[config.mk]
export PLATFORM = sky130hd
export DESIGN_NAME = uart_tx_arbiter_flat
export DESIGN_NICKNAME = d
export VERILOG_FILES = /design/src/rtl/uart_tx_arbiter_if.sv /design/src/rtl/uart_tx_arbiter.sv /design/src/flat_wrapper.sv
export SDC_FILE = /design/constraint.sdc
export NUM_CORES = 1
export LEC_CHECK = 0
export CAP_MARGIN = 0
export CORE_MARGIN = 3
export CORE_UTILIZATION = 41
export CTS_CLUSTER_SIZE = 10
export DETAILED_ROUTE_END_ITERATION = 10
export PLACE_DENSITY = 0.81
export SLEW_MARGIN = 30
export SYNTH_ARGS = -nofsm -noshare
export SYNTH_HDL_FRONTEND = slang
export SYNTH_SLANG_ARGS = --single-unit
[constraint.sdc]
create_clock -name clk -period 3.6 [get_ports clk]
set_input_delay 0.72 -clock clk [delete_from_list [all_inputs] [get_ports clk]]
set_output_delay 0.72 -clock clk [all_outputs]
set_load 0.05 [all_outputs]
[src/rtl/uart_tx_arbiter_if.sv]
// Shared UART transmit write port: per-requester byte handshakes on one side,
// the single uart wr_uart/w_data/tx_full port on the other.
interface uart_tx_arbiter_if #(
  parameter int NREQ = 4,
  parameter int DBIT = 8
);
  logic [NREQ-1:0]      req;
  logic [NREQ*DBIT-1:0] req_data;
  logic [NREQ-1:0]      req_last;
  logic [NREQ-1:0]      ack;
  logic                 tx_full;
  logic                 wr_uart;
  logic [DBIT-1:0]      w_data;

  modport master (
    output req, req_data, req_last, tx_full,
    input  ack, wr_uart, w_data
  );

  modport slave (
    input  req, req_data, req_last, tx_full,
    output ack, wr_uart, w_data
  );
endinterface

[src/rtl/uart_tx_arbiter.sv]
// Round-robin arbiter sharing one uart TX write port among NREQ byte producers.
// Optional byte counter output tx_cnt is enabled by defining UART_ARB_CNT_EN.
module uart_tx_arbiter #(
  parameter int NREQ      = 4,
  parameter int DBIT      = 8,
  parameter int MAX_BURST = 4
) (
  input  logic                      clk,
  input  logic                      reset,
  uart_tx_arbiter_if.slave          bus,
  output logic [$clog2(NREQ)-1:0]   owner,
  output logic                      busy
`ifdef UART_ARB_CNT_EN
  ,
  output logic [15:0]               tx_cnt
`endif
);

  localparam int OW = $clog2(NREQ);
  localparam logic [7:0] LAST_BEAT = 8'(MAX_BURST - 1);

  typedef enum logic {IDLE, GRANT} state_t;

  state_t        state, state_next;
  logic [OW-1:0] owner_next;
  logic [OW-1:0] winner;
  logic [OW-1:0] idx;
  logic          found;
  logic          write;
  logic [7:0]    burst_cnt, burst_next;

  always_ff @(posedge clk or negedge reset) begin
    if (!reset) begin
      state     <= IDLE;
      owner     <= OW'(NREQ - 1);
      burst_cnt <= '0;
    end else begin
      state     <= state_next;
      owner     <= owner_next;
      burst_cnt <= burst_next;
    end
  end

  // Rotating priority: the search starts just after the last holder, so it is served last.
  always_comb begin
    found  = 1'b0;
    winner = owner;
    idx    = '0;
    for (int unsigned k = 1; k <= NREQ; k++) begin
      idx = OW'((32'(owner) + k) % 32'(NREQ));
      if (!found && bus.req[idx]) begin
        found  = 1'b1;
        winner = idx;
      end
    end
  end

  always_comb begin
    state_next  = state;
    owner_next  = owner;
    burst_next  = burst_cnt;
    write       = 1'b0;
    bus.wr_uart = 1'b0;
    bus.ack     = '0;
    bus.w_data  = '0;
    case (state)
      IDLE: begin
        if (found) begin
          owner_next = winner;
          burst_next = '0;
          state_next = GRANT;
        end
      end
      GRANT: begin
        write            = bus.req[owner] & ~bus.tx_full;
        bus.wr_uart      = write;
        bus.ack[owner]   = write;
        bus.w_data       = bus.req_data[32'(owner)*DBIT +: DBIT];
        // Last byte and burst limit together still release only once.
        if (!bus.req[owner] ||
            (write && (bus.req_last[owner] || burst_cnt == LAST_BEAT)))
          state_next = IDLE;
        else if (write)
          burst_next = burst_cnt + 8'd1;
      end
      default: state_next = IDLE;
    endcase
  end

  assign busy = (state == GRANT);

`ifdef UART_ARB_CNT_EN
  always_ff @(posedge clk or negedge reset) begin
    if (!reset)
      tx_cnt <= '0;
    else if (bus.wr_uart)
      tx_cnt <= tx_cnt + 16'd1;
  end
`endif

endmodule

[src/flat_wrapper.sv]
// flat-port wrapper written by rule: the top's interface ports become plain ports
module uart_tx_arbiter_flat 
#(
  parameter int NREQ      = 4,
  parameter int DBIT      = 8,
  parameter int MAX_BURST = 4
)
  (clk, reset, owner, busy, bus_req, bus_req_data, bus_req_last, bus_tx_full, bus_ack, bus_wr_uart, bus_w_data);
  uart_tx_arbiter_if #(.NREQ(NREQ), .DBIT(DBIT)) bus_i ();
  input  logic clk;
  input  logic reset;
  output logic [$clog2(NREQ)-1:0] owner;
  output logic busy;
  input wire logic [$bits(bus_i.req)-1:0] bus_req;
  input wire logic [$bits(bus_i.req_data)-1:0] bus_req_data;
  input wire logic [$bits(bus_i.req_last)-1:0] bus_req_last;
  input wire logic [$bits(bus_i.tx_full)-1:0] bus_tx_full;
  output wire logic [$bits(bus_i.ack)-1:0] bus_ack;
  output wire logic [$bits(bus_i.wr_uart)-1:0] bus_wr_uart;
  output wire logic [$bits(bus_i.w_data)-1:0] bus_w_data;
  assign bus_i.req = bus_req;
  assign bus_i.req_data = bus_req_data;
  assign bus_i.req_last = bus_req_last;
  assign bus_i.tx_full = bus_tx_full;
  assign bus_ack = bus_i.ack;
  assign bus_wr_uart = bus_i.wr_uart;
  assign bus_w_data = bus_i.w_data;
  uart_tx_arbiter #(.NREQ(NREQ), .DBIT(DBIT), .MAX_BURST(MAX_BURST)) u_core (.clk(clk), .reset(reset), .bus(bus_i), .owner(owner), .busy(busy));
endmodule
==> images/m1.png <==
The bar under the picture is 20 µm long. Supply wires on this layer in grey.
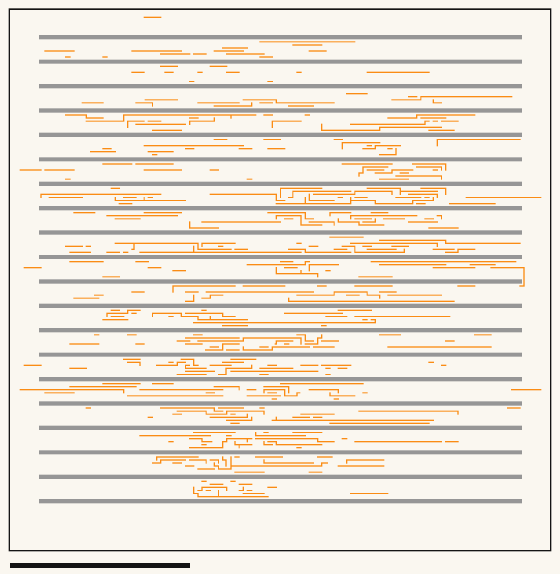
longest straight run = 20.2 µm
wire length on this layer = 1,280 µm
nets with wire on the layer = 184
Routed WL: 3.21 mm
Global Route met1 Usage: 0.232

==> images/m2.png <==
The bar under the picture is 20 µm long.
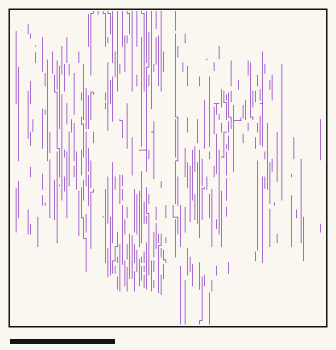
share of all routed wire = 50%
nets with wire on the layer = 194

==> metrics.cfg <==
[global_routing]
grt_max_degree = 20
overflow = 0
grt-busiest-layer = met2
antenna_found_initial = 0
grt_use_met2 = 0.338

[critical_path]
worstPathMaxFanout = 11
crit_cells = 3
r2r-end = u_core.burst_cnt[6]
crit_buf_inv = 1
crit_family = flip-flops
critPathSlowestCell = dfstp_2

[place]
dpl.cell_count = 207
dp.final_hpwl_mm = 2.64

[flow_run]
cap_violations = 0
warning_count = 29

[sta]
grt_setup_unrepaired = false
maxSlewViolCount = 0
setup_viol = 0

[power]
netSwitchingFraction = 0.515
p_per_area_mw_per_mm2 = 740
power_frac_comb = 0.753
p_sw_w = 0.000716

[synthesis]
top_area_frac = 0.243
adder_share = 0.0520
ys_seq_share = 0.231
ys_chip_area_mm2 = 0.00120
synth_warnings = 0
topCellsByArea = mux4_2 24%, dfrtp_1 19%, and2_1 6.8%, ha_1 5.2%, dfstp_2 4.4%
ys_cells = 124
synth-async-reset-ratio = 1.00
ys_ff = 11
synthTopLogicFamily = multiplexers
syn_area_mm2 = 0.00120
syn_area_per_cell_um2 = 9.70

[worst_hold_path]
hold_path.class = flip-flop to flip-flop
hold_depth = 2

[floorplan]
placeableCoreArea_mm2 = 0.00278
die_x_um = 60.2
die_y_um = 60.2

[route]
via_count = 1175
wl_met2_mm = 1.62
dr.pass1.iters = 4
routed.top_layer = met4
ant_nets = 0
wl_met3_um = 269

[finish]
mostFrequentLayoutCell = clkdlybuf4s50_1
stdcell_area_mm2 = 0.00188
area_delta_synth_final_pct = 56.3
final_cell_mix = 53 x clkdlybuf4s50_1, 13 x mux4_2, 13 x and2_1, 10 x o21ai_0

[clock_network]
post_cts.repair.setup_buffers = 0
htreeDepth = 1
cts_resized = 0
clk_pin_slew_worst_paths_ps = 70

[status]
status = complete, no violations

==> images/m3.png <==
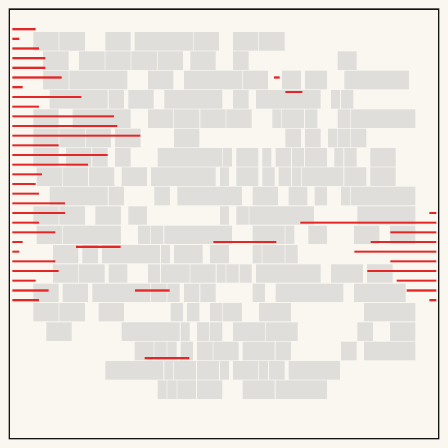
longest straight run = 18.8 µm
main direction = horizontal
wire length on this layer = 270 µm
nets with wire on the layer = 42
share of all routed wire = 8.4%

==> images/clock_wires.png <==
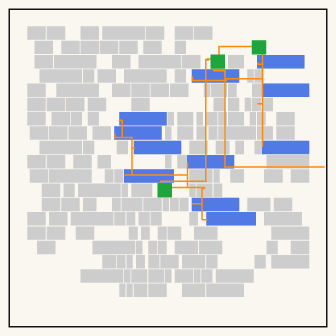
green -> clock-net drivers  # count 3
blue -> flip-flops  # count 11
orange -> clock wires  # length 168 µm
routed clock nets = 4
clock-net power: 0.0000861 W
Final Skew: 4.07 ps

## worst min path at each step
stage,startpoint,to
2_1_floorplan,reset,u_core.burst_cnt[0]
3_3_place_gp,u_core.burst_cnt[0],u_core.burst_cnt[0]
3_5_place_dp,u_core.burst_cnt[7],u_core.burst_cnt[7]
4_1_cts,u_core.burst_cnt[7],u_core.burst_cnt[7]
5_1_grt,u_core.burst_cnt[7],u_core.burst_cnt[7]
6_report,u_core.burst_cnt[7],u_core.burst_cnt[7]
## final cells by class
class,count,area [µm²],area share
clock buffer,3,22.5,0.0120
clock inverter,1,5.00,0.00266
sequential,11,278,0.148
tap,31,38.8,0.0206
inverter,4,15.0,0.00799
multi-input combinational,99,860,0.457
timing repair buffer,62,661,0.352
Power is estimated from default activity; no workload was simulated.
